[src/rtl/fifo_rd_packer_if.sv]
// Output word stream of the FIFO read-side packer.
//   m_data  : packed word, lane i = bits [i*DATA_W +: DATA_W]
//   m_keep  : per-lane valid mask for m_data
//   m_valid : m_data/m_keep valid
//   m_ready : downstream accepts when m_valid && m_ready
// master = packer side, slave = downstream consumer side.
interface fifo_rd_packer_if #(
  parameter int DATA_W = 8,
  parameter int PACK   = 4
);
  logic [DATA_W*PACK-1:0] m_data;
  logic [PACK-1:0]        m_keep;
  logic                   m_valid;
  logic                   m_ready;

  modport master (output m_data, output m_keep, output m_valid, input m_ready);
  modport slave  (input m_data, input m_keep, input m_valid, output m_ready);
endinterface

[src/rtl/fifo_rd_packer.sv]
// Read-side consumer of the async byte FIFO, entirely in the rd_clk domain.
// Pops bytes (1-cycle read latency), packs PACK bytes per word (lane 0 =
// first byte popped) and presents them on a valid/ready stream. A flush
// pulse emits any partially assembled word with a per-lane keep mask.
// Ports:
//   rd_clk, rd_rst : clock, synchronous active-high reset
//   fifo_empty     : FIFO empty flag
//   fifo_out       : FIFO read data, valid the cycle after a pop
//   rd_en          : FIFO pop request (combinational)
//   flush          : 1-cycle pulse, emit pending partial word
//   m              : output word stream (master side)
//   word_cnt       : count of accepted output words (wraps)
//   busy           : any byte held, in flight, flush pending or word presented
module fifo_rd_packer #(
  parameter int DATA_W = 8,
  parameter int PACK   = 4,
  parameter int OUT_W  = DATA_W*PACK,
  parameter int CNT_W  = 16
) (
  input  logic                 rd_clk,
  input  logic                 rd_rst,
  input  logic                 fifo_empty,
  input  logic [DATA_W-1:0]    fifo_out,
  output logic                 rd_en,
  input  logic                 flush,
  fifo_rd_packer_if.master     m,
  output logic [CNT_W-1:0]     word_cnt,
  output logic                 busy
);

  localparam int FILL_W = $clog2(PACK+1);
  localparam logic [FILL_W-1:0] FULL = FILL_W'(PACK);

  localparam logic [1:0] ST_FILL  = 2'd0;
  localparam logic [1:0] ST_DRAIN = 2'd1;
  localparam logic [1:0] ST_EMIT  = 2'd2;

  logic [1:0]        state;
  logic [FILL_W-1:0] fill;
  logic              inflight;
  logic              flush_pend;
  logic [OUT_W-1:0]  asm_q;
  logic [OUT_W-1:0]  part_data;
  logic [PACK-1:0]   part_keep;
  logic [FILL_W:0]   occ;
  logic              can_load;
  logic              accept;
  logic              load_full;
  logic              load_part;

  // Bytes already captured plus the one whose data arrives next cycle.
  assign occ      = {1'b0, fill} + {{FILL_W{1'b0}}, inflight};
  assign rd_en    = !rd_rst && !fifo_empty && !flush_pend && (occ < {1'b0, FULL});
  assign can_load = !m.m_valid || m.m_ready;
  assign accept   = m.m_valid && m.m_ready;
  assign load_full = (state == ST_FILL) && (fill == FULL) && can_load;
  assign load_part = (state == ST_EMIT) && can_load;
  assign busy     = (fill != '0) || inflight || flush_pend || m.m_valid;

  // Partial word: lanes at or beyond fill are forced to zero, so stale
  // bytes from an earlier word never leak out.
  always_comb begin
    part_data = '0;
    part_keep = '0;
    for (int unsigned i = 0; i < PACK; i++) begin
      if (FILL_W'(i) < fill) begin
        part_keep[i] = 1'b1;
        part_data[i*DATA_W +: DATA_W] = asm_q[i*DATA_W +: DATA_W];
      end
    end
  end

  always_ff @(posedge rd_clk) begin
    if (rd_rst) begin
      state      <= ST_FILL;
      fill       <= '0;
      inflight   <= 1'b0;
      flush_pend <= 1'b0;
      asm_q      <= '0;
      m.m_data   <= '0;
      m.m_keep   <= '0;
      m.m_valid  <= 1'b0;
      word_cnt   <= '0;
    end else begin
      inflight <= rd_en;

      // Capture never coincides with a load: loads need fill==PACK (full)
      // or the EMIT state, both of which imply no byte in flight.
      if (inflight) begin
        for (int unsigned i = 0; i < PACK; i++) begin
          if (fill == FILL_W'(i)) asm_q[i*DATA_W +: DATA_W] <= fifo_out;
        end
        fill <= fill + FILL_W'(1);
      end

      if (accept) word_cnt <= word_cnt + CNT_W'(1);

      if (load_full) begin
        m.m_data  <= asm_q;
        m.m_keep  <= '1;
        m.m_valid <= 1'b1;
        fill      <= '0;
      end else if (load_part) begin
        m.m_data  <= part_data;
        m.m_keep  <= part_keep;
        m.m_valid <= 1'b1;
        fill      <= '0;
      end else if (accept) begin
        m.m_valid <= 1'b0;
      end

      case (state)
        ST_FILL: begin
          if (flush) begin
            flush_pend <= 1'b1;
            state      <= ST_DRAIN;
          end
        end
        ST_DRAIN: begin
          if (!inflight) begin
            if (fill == '0) begin
              flush_pend <= 1'b0;
              state      <= ST_FILL;
            end else begin
              state <= ST_EMIT;
            end
          end
        end
        ST_EMIT: begin
          if (can_load) begin
            flush_pend <= 1'b0;
            state      <= ST_FILL;
          end
        end
        default: state <= ST_FILL;
      endcase
    end
  end

endmodule

[src/flat_wrapper.sv]
// flat-port wrapper written by rule: the top's interface ports become plain ports
module fifo_rd_packer_flat 
#(
  parameter int DATA_W = 8,
  parameter int PACK   = 4,
  parameter int OUT_W  = DATA_W*PACK,
  parameter int CNT_W  = 16
)
  (rd_clk, rd_rst, fifo_empty, fifo_out, rd_en, flush, word_cnt, busy, m_m_data, m_m_keep, m_m_valid, m_m_ready);
  fifo_rd_packer_if #(.DATA_W(DATA_W), .PACK(PACK)) m_i ();
  input  logic rd_clk;
  input  logic rd_rst;
  input  logic fifo_empty;
  input  logic [DATA_W-1:0] fifo_out;
  output logic rd_en;
  input  logic flush;
  output logic [CNT_W-1:0] word_cnt;
  output logic busy;
  output wire logic [$bits(m_i.m_data)-1:0] m_m_data;
  output wire logic [$bits(m_i.m_keep)-1:0] m_m_keep;
  output wire logic [$bits(m_i.m_valid)-1:0] m_m_valid;
  input wire logic [$bits(m_i.m_ready)-1:0] m_m_ready;
  assign m_m_data = m_i.m_data;
  assign m_m_keep = m_i.m_keep;
  assign m_m_valid = m_i.m_valid;
  assign m_i.m_ready = m_m_ready;
  fifo_rd_packer #(.DATA_W(DATA_W), .PACK(PACK), .OUT_W(OUT_W), .CNT_W(CNT_W)) u_core (.rd_clk(rd_clk), .rd_rst(rd_rst), .fifo_empty(fifo_empty), .fifo_out(fifo_out), .rd_en(rd_en), .flush(flush), .m(m_i), .word_cnt(word_cnt), .busy(busy));
endmodule
[config.mk]
export PLATFORM = sky130hd
export DESIGN_NAME = fifo_rd_packer_flat
export DESIGN_NICKNAME = d
export VERILOG_FILES = /design/src/rtl/fifo_rd_packer_if.sv /design/src/rtl/fifo_rd_packer.sv /design/src/flat_wrapper.sv
export SDC_FILE = /design/constraint.sdc
export NUM_CORES = 1
export LEC_CHECK = 0
export ABC_AREA = 1
export ABC_CLOCK_PERIOD_IN_PS = 3000
export CORE_ASPECT_RATIO = 2
export CORE_MARGIN = 10
export CORE_UTILIZATION = 55
export CTS_BUF_LIST = sky130_fd_sc_hd__clkbuf_16
export DETAILED_ROUTE_END_ITERATION = 10
export PLACE_DENSITY = 0.84
export SYNTH_ARGS = -nofsm -noshare
export SYNTH_HDL_FRONTEND = slang
export SYNTH_SLANG_ARGS = --single-unit
export TNS_END_PERCENT = 5
[constraint.sdc]
create_clock -name rd_clk -period 3 [get_ports rd_clk]
set_input_delay 0.3 -clock rd_clk [delete_from_list [all_inputs] [get_ports rd_clk]]
set_output_delay 0.3 -clock rd_clk [all_outputs]
set_load 0.02 [all_outputs]
==> changes_impl.md <==
### Metrics

- Log Warnings: 31
- Arrival @ worst endpoint: 1.93 ns
- Fin. Hold Viols: 0
- Clock Path Buffers: 2
- Net switching power figure: between 0.6 and 0.7 mW
- Rows: 41
- Worst Skew: 0.00635 ns
- Status: finished clean
- Clk root buf: clkbuf_16
- Ys Warns: 0
- Cell area leaders: dfxtp_1 52%, o21ai_0 9.6%, nand2_1 8.5%
- Relative slew slack: 60.1%
- Top cells by count: 92 x dfxtp_1, 79 x nand2_1, 67 x o21ai_0, 58 x inv_1, 50 x nor2_1
- Fin. max-slew vios: 0
- Worst slew pin tran: around 0.60 ns
- Design area: 4540 um^2
- Register share of total power: 48.2%
- Initial antenna violation count: 0
- Startpoint types: register
- Dominant Register Cell: dfxtp_1
- First-pass GRT wire length: ~14 mm
- Most numerous cell in the Yosys netlist: dfxtp_1
- Largest net degree at the start of global routing: 31
- EDFF count, synth: 0
- DR iter-0 viols: 213
- Critical Path RT: 2.70 ns
- Internal power: 2.02 mW
- Synth top area share: 52.5%
- GRT overflow: 0
- Worst hold start: u_core.asm_q[1]$_SDFFE_PP0P_
- Detailed-placement wirelength estimate: between 6 and 7 mm
- DR vias: 3123
- Final Non-Filler Cells: 610
- Synth area leader: dfxtp_1
- # hold bufs at CTS: 0
- Hold_ws: 0.449 ns
- Post-route setup slack: just under 0.8 ns
- Drt total wl: 8.61 mm
- Clk sinks: 92
- Synth unique cells: 22
- First-pass detailed-route iteration total: 4
- Critical path class: reg -> out
- Ports: 68
- Dpl cells: between 500 and 600
- CP Capture Type: primary output
- Unrepaired setup endpoints after global routing: no
- Tcrit/Tclk final: 74.3%
- Minimum clock period: 2.23 ns
- Logic pwr share: between 10% and 20%
-- cell type report --
type | count | area, um^2
clock buffer | 9 | 225
clock inverter | 7 | 72.6
fill | 486 | 1720
inverter | 61 | 229
multi-input combinational | 286 | 1380
sequential | 92 | 1840
tap | 86 | 108
timing repair buffer | 69 | 686
-- stage by stage --
| step | total power, mW | utilization, % |
|---|---|---|
| after global placement | 1.59 | 67.7 |
| after CTS | 2.70 | 72.5 |
| after floorplan | 1.49 | - |
| after detailed placement | 1.60 | 67.7 |
| after global routing | 2.79 | 72.5 |
| final | 2.69 | 72.5 |
-- worst max path at each step --
stage                                            endpoint  slack (ns)                        start
after floorplan                                     rd_en        1.45   u_core.inflight$_SDFF_PP0_
after global placement    u_core.m.m_keep[1]$_SDFFE_PP0P_        0.90                    m_m_ready
after detailed placement  u_core.m.m_keep[1]$_SDFFE_PP0P_        0.85                    m_m_ready
after CTS                                            busy        0.77  u_core.fill[0]$_SDFFE_PP0P_
after global routing                                 busy        0.66  u_core.fill[0]$_SDFFE_PP0P_
final                                                busy        0.77  u_core.fill[0]$_SDFFE_PP0P_
-- cell families after synthesis --
logic type,after synthesis
and+or+nand+nor,157
buffers and inverters,75
xor gates and xnor gates,3
DFF,92
AOI/OAI and AO/OA,118
adders and majority gates,8
-- cells in the final DEF (no fill, tap or decap) --
cell type        count
bufinv_16            1
clkdlybuf4s50_1     67
nand3_1             18
nor2_4               1
xor2_1               3
nand2_1             79
nor4_1               2
a21oi_4              1
o211ai_1             1
dfxtp_1             92
inv_6                3
o21ai_0             67
nor3_1               2
ha_1                 8
nand4_1              5
clkinv_2             1
nor2_1              50
clkinv_1             4
a21oi_1             45
inv_1               58
o21bai_1             2
clkinvlp_4           1
clkbuf_16            9
buf_4                2
o21ai_1              2
-- power by group through the flow --
stage / registers [mW] / logic [mW] / clock network, mW
2_1_floorplan: 1.33 / 0.163 / 0
3_5_place_dp: 1.32 / 0.275 / 0
6_report: 1.30 / 0.274 / 1.12
5_1_grt: 1.30 / 0.305 / 1.19
4_1_cts: 1.30 / 0.277 / 1.13
3_3_place_gp: 1.32 / 0.268 / 0
-- state kept, by name (all words and copies together), names as in the netlist --
register,cells
u_core.m.m_keep,4
u_core.inflight,1
u_core.m.m_valid,1
u_core.flush_pend,1
u_core.fill,3
u_core.word_cnt,16
u_core.m.m_data,32
u_core.asm_q,32
u_core.state,2
-- routing by layer --
metal / global-route usage (%) / part of all wire [%] / up-vias
li1: - / - / 1590
met1: 15.5 / 37 / 1409
met2: 32.0 / 53 / 96
met3: 5.36 / 5.7 / 28
met4: 9.77 / 4.0 / 0
met5: 0 / 0 / -
-- worst max-delay path, stage by stage (launching register included) --
cell and delay [ns]:
dfxtp_1 0.41, inv_1 0.10, ha_1 0.22, nand2_1 0.11
inv_1 0.06, nand3_1 0.09, clkdlybuf4s50_1 0.62
Fig. 1: cells by drive strength
(4 px per um)
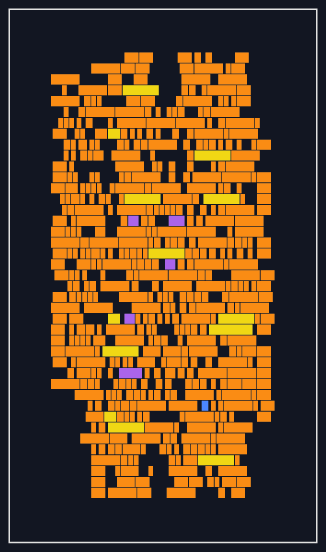
[yellow] x6 and larger | cells: 13 | most used: clkbuf_16
[blue] x2 | cells: 1 | most used: clkinv_2
[orange] x1 and smaller | cells: 505 | most used: dfxtp_1
[purple] x3 and x4 | cells: 5 | most used: buf_4

Fig. 2: a small window of the routed layout
Region (26, 54) to (51, 79) um. Cells in gray, sequential cells in the stronger gray; small squares are vias.
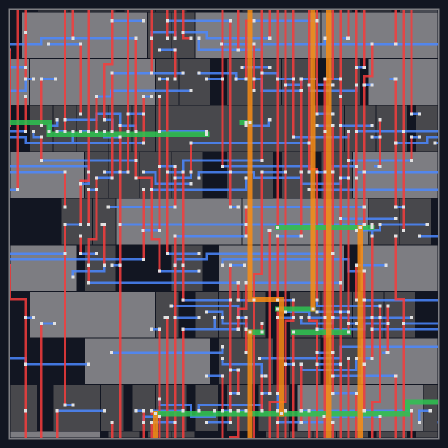
[orange] M4
[red] M2
[green] M3
[blue] M1
cells with their middle in the window: 67
netlist names of flops here include: u_core.asm_q (9), u_core.fill (3), u_core.m.m_data (2)
sequential cells in the window: 16
most frequent: dfxtp_1 (16), o21ai_0 (12), a21oi_1 (12)

Fig. 3: sequential cells grouped by signal name
(4 px per um) Other sequential cells in the stronger gray, the rest of the logic in the fainter gray.
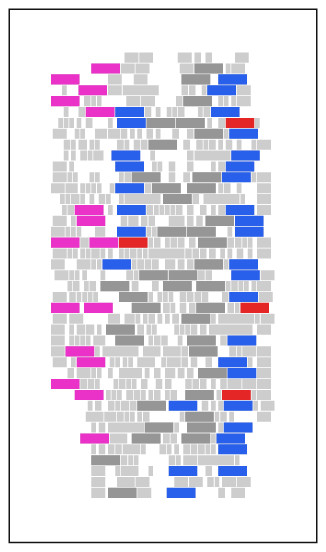
[red] u_core.m.m_keep | placed flops: 4 | where: right middle
[magenta] u_core.word_cnt | placed flops: 16
[blue] u_core.m.m_data | placed flops: 32
not colored: 40

Fig. 4: signal wires on met2
(4 px per um)
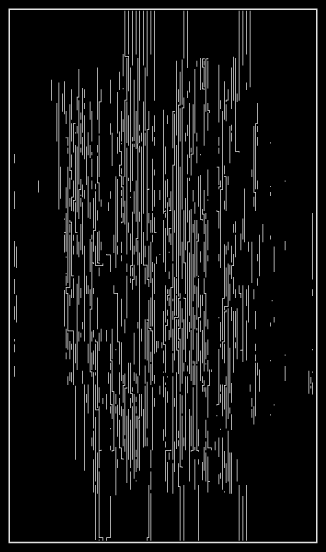
wire length on this layer: 4580 um
nets with wire on the layer: 452
main direction: vertical
longest straight run: 47.8 um

No activity file was given, so power comes from the tool's default toggle rates.
